`src/rtl/wb_reg_stream.sv`:
```
// Pipelined Wishbone-style slave: control/status/scratch registers plus a 16-deep streaming FIFO.
// Define WB_REG_STREAM_IRQ_EN to add the THRESH register (0x04) and the irq_o output.
module wb_reg_stream #(
  parameter int unsigned WIDTH = 8,
  parameter int unsigned MSB   = WIDTH - 1,
  parameter int unsigned ASB   = WIDTH - 2,
  parameter int unsigned FBITS = 4,
  parameter int unsigned DELAY = 3
) (
  input  logic           clk_i,
  input  logic           rst_i,
  input  logic           cyc_i,
  input  logic           stb_i,
  input  logic           we_i,
  output logic           ack_o,
  input  logic [ASB:0]   adr_i,
  input  logic [MSB:0]   dat_i,
  output logic [MSB:0]   dat_o,
  input  logic           s_stb_i,
  input  logic [MSB:0]   s_dat_i,
  output logic           s_rdy_o,
  output logic           enable_o,
  output logic           overflow_o
`ifdef WB_REG_STREAM_IRQ_EN
  ,
  output logic           irq_o
`endif
);

  localparam int unsigned Depth = 1 << FBITS;
  localparam logic [FBITS:0] FullCount = {1'b1, {FBITS{1'b0}}};
  localparam logic [ASB:0] AdrCtrl    = 0;
  localparam logic [ASB:0] AdrStatus  = 1;
  localparam logic [ASB:0] AdrStream  = 2;
  localparam logic [ASB:0] AdrScratch = 3;

  // DELAY only matters to zero-delay-averse simulators; registers here use plain NBAs.
  if ((WIDTH != 8) || (MSB != WIDTH - 1) || (ASB != WIDTH - 2) || (FBITS < 1) || (FBITS > 4)
      || (DELAY > 1000)) begin : gen_param_check
    $error("wb_reg_stream: unsupported parameter set");
  end

  logic           ack_q, ack_d;
  logic [MSB:0]   dat_q, dat_d;
  logic           enable_q, enable_d;
  logic [MSB:0]   scratch_q, scratch_d;
  logic           ovf_q, ovf_d;
  logic           udr_q, udr_d;
  logic [FBITS:0] count_q, count_d;
  logic [FBITS:0] rptr_q, rptr_d;
  logic [FBITS:0] wptr_q, wptr_d;
  logic [MSB:0]   mem_q [Depth];

  logic req, rd_req, wr_req, empty, full, pop, push, clear, ovf_set, udr_set;
  logic [MSB:0] rdata, status;

`ifdef WB_REG_STREAM_IRQ_EN
  localparam logic [ASB:0] AdrThresh = 4;
  logic [FBITS:0] thresh_q, thresh_d;
  logic           irq_q, irq_d;
`endif

  assign req     = cyc_i & stb_i;
  assign rd_req  = req & ~we_i;
  assign wr_req  = req & we_i;
  assign empty   = (count_q == '0);
  assign full    = (count_q == FullCount);
  assign status  = {empty, ovf_q, udr_q, 5'(count_q)};

  assign pop     = rd_req && (adr_i == AdrStream) && !empty;
  assign udr_set = rd_req && (adr_i == AdrStream) && empty;
  // A pop in the same cycle frees the slot, so a full FIFO can still take the byte.
  assign push    = s_stb_i && enable_q && (!full || pop);
  assign ovf_set = s_stb_i && enable_q && full && !pop;
  assign clear   = wr_req && (adr_i == AdrCtrl) && dat_i[7];

  always_comb begin
    rdata = '0;
    case (adr_i)
      AdrCtrl:    rdata = {{(WIDTH - 1){1'b0}}, enable_q};
      AdrStatus:  rdata = status;
      AdrStream:  rdata = empty ? '0 : mem_q[rptr_q[FBITS-1:0]];
      AdrScratch: rdata = scratch_q;
`ifdef WB_REG_STREAM_IRQ_EN
      AdrThresh:  rdata = WIDTH'(thresh_q);
`endif
      default:    rdata = '0;
    endcase
  end

  always_comb begin
    ack_d     = req;
    dat_d     = rd_req ? rdata : dat_q;
    enable_d  = enable_q;
    scratch_d = scratch_q;
    ovf_d     = ovf_q;
    udr_d     = udr_q;
    rptr_d    = rptr_q;
    wptr_d    = wptr_q;
    count_d   = count_q;

    if (wr_req && (adr_i == AdrCtrl))    enable_d  = dat_i[0];
    if (wr_req && (adr_i == AdrScratch)) scratch_d = dat_i;
    if (wr_req && (adr_i == AdrStatus)) begin
      if (dat_i[6]) ovf_d = 1'b0;
      if (dat_i[5]) udr_d = 1'b0;
    end
    // Set events are applied after the W1C so they win a same-cycle race.
    if (ovf_set) ovf_d = 1'b1;
    if (udr_set) udr_d = 1'b1;

    if (clear) begin
      rptr_d  = '0;
      wptr_d  = '0;
      count_d = '0;
    end else begin
      if (push) wptr_d = wptr_q + 1'b1;
      if (pop)  rptr_d = rptr_q + 1'b1;
      if (push && !pop)      count_d = count_q + 1'b1;
      else if (pop && !push) count_d = count_q - 1'b1;
    end
  end

  always_ff @(posedge clk_i) begin
    if (rst_i) begin
      ack_q     <= 1'b0;
      dat_q     <= '0;
      enable_q  <= 1'b0;
      scratch_q <= '0;
      ovf_q     <= 1'b0;
      udr_q     <= 1'b0;
      rptr_q    <= '0;
      wptr_q    <= '0;
      count_q   <= '0;
    end else begin
      ack_q     <= ack_d;
      dat_q     <= dat_d;
      enable_q  <= enable_d;
      scratch_q <= scratch_d;
      ovf_q     <= ovf_d;
      udr_q     <= udr_d;
      rptr_q    <= rptr_d;
      wptr_q    <= wptr_d;
      count_q   <= count_d;
    end
  end

  always_ff @(posedge clk_i) begin
    if (push && !clear) mem_q[wptr_q[FBITS-1:0]] <= s_dat_i;
  end

`ifdef WB_REG_STREAM_IRQ_EN
  always_comb begin
    thresh_d = thresh_q;
    if (wr_req && (adr_i == AdrThresh)) thresh_d = dat_i[FBITS:0];
    irq_d = (enable_q && (count_q >= thresh_q) && (thresh_q != '0)) || ovf_q;
  end

  always_ff @(posedge clk_i) begin
    if (rst_i) begin
      thresh_q <= FBITS'(1) << 3;
      irq_q    <= 1'b0;
    end else begin
      thresh_q <= thresh_d;
      irq_q    <= irq_d;
    end
  end

  assign irq_o = irq_q;
`endif

  assign ack_o      = ack_q;
  assign dat_o      = dat_q;
  assign s_rdy_o    = enable_q & ~full;
  assign enable_o   = enable_q;
  assign overflow_o = ovf_q;

endmodule

```
`config.mk`:
```
export PLATFORM = sky130hd
export DESIGN_NAME = wb_reg_stream
export DESIGN_NICKNAME = d
export VERILOG_FILES = /design/src/rtl/wb_reg_stream.sv
export SDC_FILE = /design/constraint.sdc
export NUM_CORES = 1
export LEC_CHECK = 0
export CAP_MARGIN = 0
export CORE_MARGIN = 2
export CORE_UTILIZATION = 35
export DETAILED_ROUTE_END_ITERATION = 16
export GPL_TIMING_DRIVEN = 0
export HOLD_SLACK_MARGIN = 0.12
export PLACE_DENSITY_LB_ADDON = 0.08
export RECOVER_POWER = 25
export SLEW_MARGIN = 25
export SYNTH_ARGS = -nofsm -noshare
export SYNTH_HDL_FRONTEND = slang
export SYNTH_SLANG_ARGS = --single-unit
```
`constraint.sdc`:
```
create_clock -name clk_i -period 3.9 [get_ports clk_i]
set_clock_uncertainty 0.1 [all_clocks]
set_input_delay 0.39 -clock clk_i [delete_from_list [all_inputs] [get_ports clk_i]]
set_output_delay 0.39 -clock clk_i [all_outputs]
set_load 0.01 [all_outputs]
```
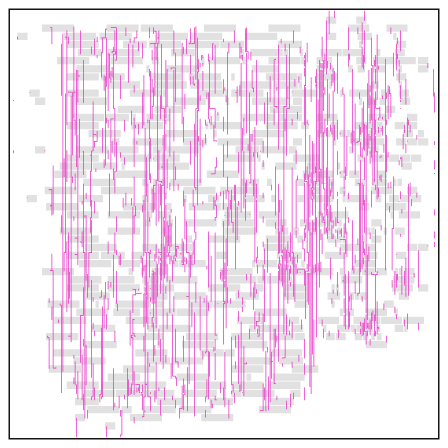
(images/m2.png)
Cells faint in the background.
nets with wire on the layer	468
main direction	vertical

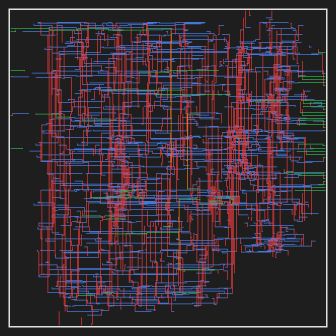
(images/layers.png)
color	layer	wire length
blue	M1	7,420 um
red	M2	7,630 um
orange	M4	127 um
green	M3	661 um
drt wl/cell: 20.4 um
Vias: 3,858
Post-Route WL: 15,800 um

==> impl_metrics.yaml <==
# physical design summary
critical_path:
  critPathSlowestCell: "clkdlybuf4s50_1"
  worstSetupPathType: "in2reg"
  cpLargestDelayFamily: "buffers and inverters"
  cp_slowest_stage_delay_ns: 0.47
  cp-start-kind: "input port"
  cp.required_ns: 4.15
  cp.buffers_inverters: 4
  cp.arrival_ns: 3.80
  end_kind: "flip-flop"
  path_max_fanout: 10
  cp_cell_sequence: "clkdlybuf4s50_1, buf_2, nand4b_1, nor4_1, o21bai_1, inv_1, ha_1, inv_1, fa_1, a21o_1, a21oi_1, xnor2_1, or3_1, a21oi_1"
die:
  io_pins: 41
  fp_util_pct: 35.3
  die_h_um: 143
  chipArea_sq_um: 20600
  die_x_um: 143
  core_area_sq_um: 19300
  fp-row-count: 51
finish:
  regArea_sq_um: 4580
  area_growth_syn_to_layout_pct: 19.9
  fillers: 1792
  final_common_cell: "edfxtp_1"
  finish.utilization_pct: 42.4
  layout_top_cells: "edfxtp_1, dfxtp_1, clkdlybuf4s50_1, nand2_1, mux4_2"
  drive_above_1_share_pct: 16.1
  diodes: 0
  nNetsFinal: 536
clock_tree:
  cts_tree: "built"
  ctsHtreeMaxLevel: 4
  clockRootBuffer: "clkbuf_16"
  clk_latency_ns: 0.42
  cts.clk_slew.worst_paths_ns: 0.07
  cts_buffers: 17
  clock-sinks: 165
  clk_path_buf_depth: 2
logic_synthesis:
  ff_type: "edfxtp_1"
  syn_area_sq_um: 6810
  top_logic_kind: "multiplexers"
  numSynthFlops: 165
  fa_ha_area_share_pct: 1.95
  yosysWarnings: 0
  yosysUniqueCellTypes: 42
  syn_avg_cell_area_sq_um: 15.5
  yosys-stat-area_sq_um: 6810
  postSynthSeqShare_pct: 67.3
  edf_count: 128
  xor_share_pct: 1.03
  yosys_cells: 438
  synthArstFlopShare_pct: 0
  synth_nets: 477
route:
  postRouteAntennaNets: 0
  first_pass_iters: 5
  via_per_inst: 4.98
  drtIter0Drc: 204
  drc: 0
placed_design:
  hpwlAfterDp_um: 10800
  post-place-ws_ns: -0.328
  io_buffers: 40
  gp_congestion: 0.784
grt:
  grt_max_degree: 17
  grt_overflow: 0
  grt_pass1_vias: 3931
  grt_pass1_wl_um: 24200
min_path:
  hp-class: "reg2reg"
sta:
  max_freq_ghz: 0.282
  setup_viol: 0
  rsz0062_at_grt: "no"
  tightest_slew_ns: 0.933
  layout_setup_ws_ns: 0.350
  hold_violations: 0
  relSlewSlack_pct: 37.7
  fin_crit_sh_pct: 91.0
  report.final.slew_viol_count: 0
  post-route-min-period_ns: 3.55
pwr:
  peakVddDrop_v: 0.000313
  finalPower_mw: 3.73
  power.leakage_nw: 2.73
job:
  warnings: 29
  drv_cap: 0
run_status:
  outcome: "finished clean"
==> repair_timing <==
item                                    CTS  global route
gates resized                             0             2
hold endpoints to repair                  0             0
endpoints found under the setup margin    0             1
hold buffers                              0             0
setup buffers                             0             0
==> logic make-up (layout without fill, tap and decap cells) <==
group / after synthesis / after routing
buf+inv: 36 / 108
mux: 62 / 62
xor+xnor: 8 / 8
flops: 165 / 165
fa+ha+maj: 10 / 10
simple gates: 113 / 113
compound gates: 44 / 44
==> cell type report <==
| type | instances | share of cell area (%) |
|---|---|---|
| Buffer | 24 | 1.38 |
| Multi-Input combinational cell | 237 | 25.4 |
| Clock inverter | 15 | 2.31 |
| Timing Repair Buffer | 40 | 4.90 |
| Sequential cell | 165 | 56.1 |
| Tap cell | 265 | 4.06 |
| Clock buffer | 17 | 5.21 |
| Inverter | 12 | 0.552 |
==> tightest hold or removal path: stages, from the launching register on <==
cell	delay, ns
dfxtp_1	0.31
o31ai_1	0.06
a21oi_1	0.06
==> worst paths after layout <==
| check | start | endpoint | slack (ns) | depth (start not counted) |
|---|---|---|---|---|
| hold / removal | udr_q | udr_q | 0.37 | 2 |
| hold reg to reg | udr_q | udr_q | 0.37 | 2 |
| setup reg to reg | count_q[0] | count_q[4] | 0.36 | 12 |
| setup / recovery | adr_i[1] | count_q[4] | 0.35 | 14 |
==> stage by stage <==
stage / cell area [sq um] / hold WS, ns / TNS, ns / instances
2_1_floorplan: 6810 / 0.343 / 0 / 438
3_3_place_gp: 7540 / 0.364 / -0.258 / 743
3_5_place_dp: 7540 / 0.364 / -0.407 / 743
4_1_cts: 8150 / 0.377 / 0 / 775
5_1_grt: 8170 / 0.394 / 0 / 775
6_report: 8170 / 0.375 / 0 / 775
==> sequential cells by signal (all words and copies together) (netlist names), named ones only <==
| register | count |
|---|---|
| scratch_q | 8 |
| udr_q | 1 |
| rptr_q | 4 |
| overflow_o | 1 |
| count_q | 5 |
| enable_o | 1 |
| dat_o | 8 |
| ack_o | 1 |
| mem_q | 128 |
| wptr_q | 4 |
==> power breakdown <==
part	switching, mW	internal, mW
Combinational	0.0446	0.0308
Clock	0.736	1.03
Sequential	0.000172	1.89
Total	0.781	2.95
==> layer usage <==
metal | GRT usage [%] | vias to the layer above | part of all wire (%)
met5 | 0 | - | 0
met4 | 4.02 | 0 | 0.80
met1 | 22.5 | 1946 | 47
li1 | - | 1807 | -
met2 | 26.4 | 97 | 48
met3 | 4.00 | 8 | 4.2
==> cell usage after synthesis (all sizes together), types with 5 or more instances <==
library cell | count | area share, %
a21oi | 15 | 1.1
edfxtp | 128 | 56
ha | 9 | 1.7
nor4 | 5 | 0.46
a221oi | 7 | 0.90
mux2i | 29 | 4.3
nor2 | 25 | 1.4
mux4 | 30 | 9.9
inv | 12 | 0.66
dfxtp | 37 | 11
or3 | 9 | 0.90
or4 | 8 | 0.94
and3 | 16 | 1.5
clkbuf | 10 | 0.55
nand2 | 33 | 1.8
xnor2 | 7 | 0.90
buf | 14 | 1.1
o21ai | 10 | 0.74
Power figures rest on the tool's default switching activity, not on a simulated workload.
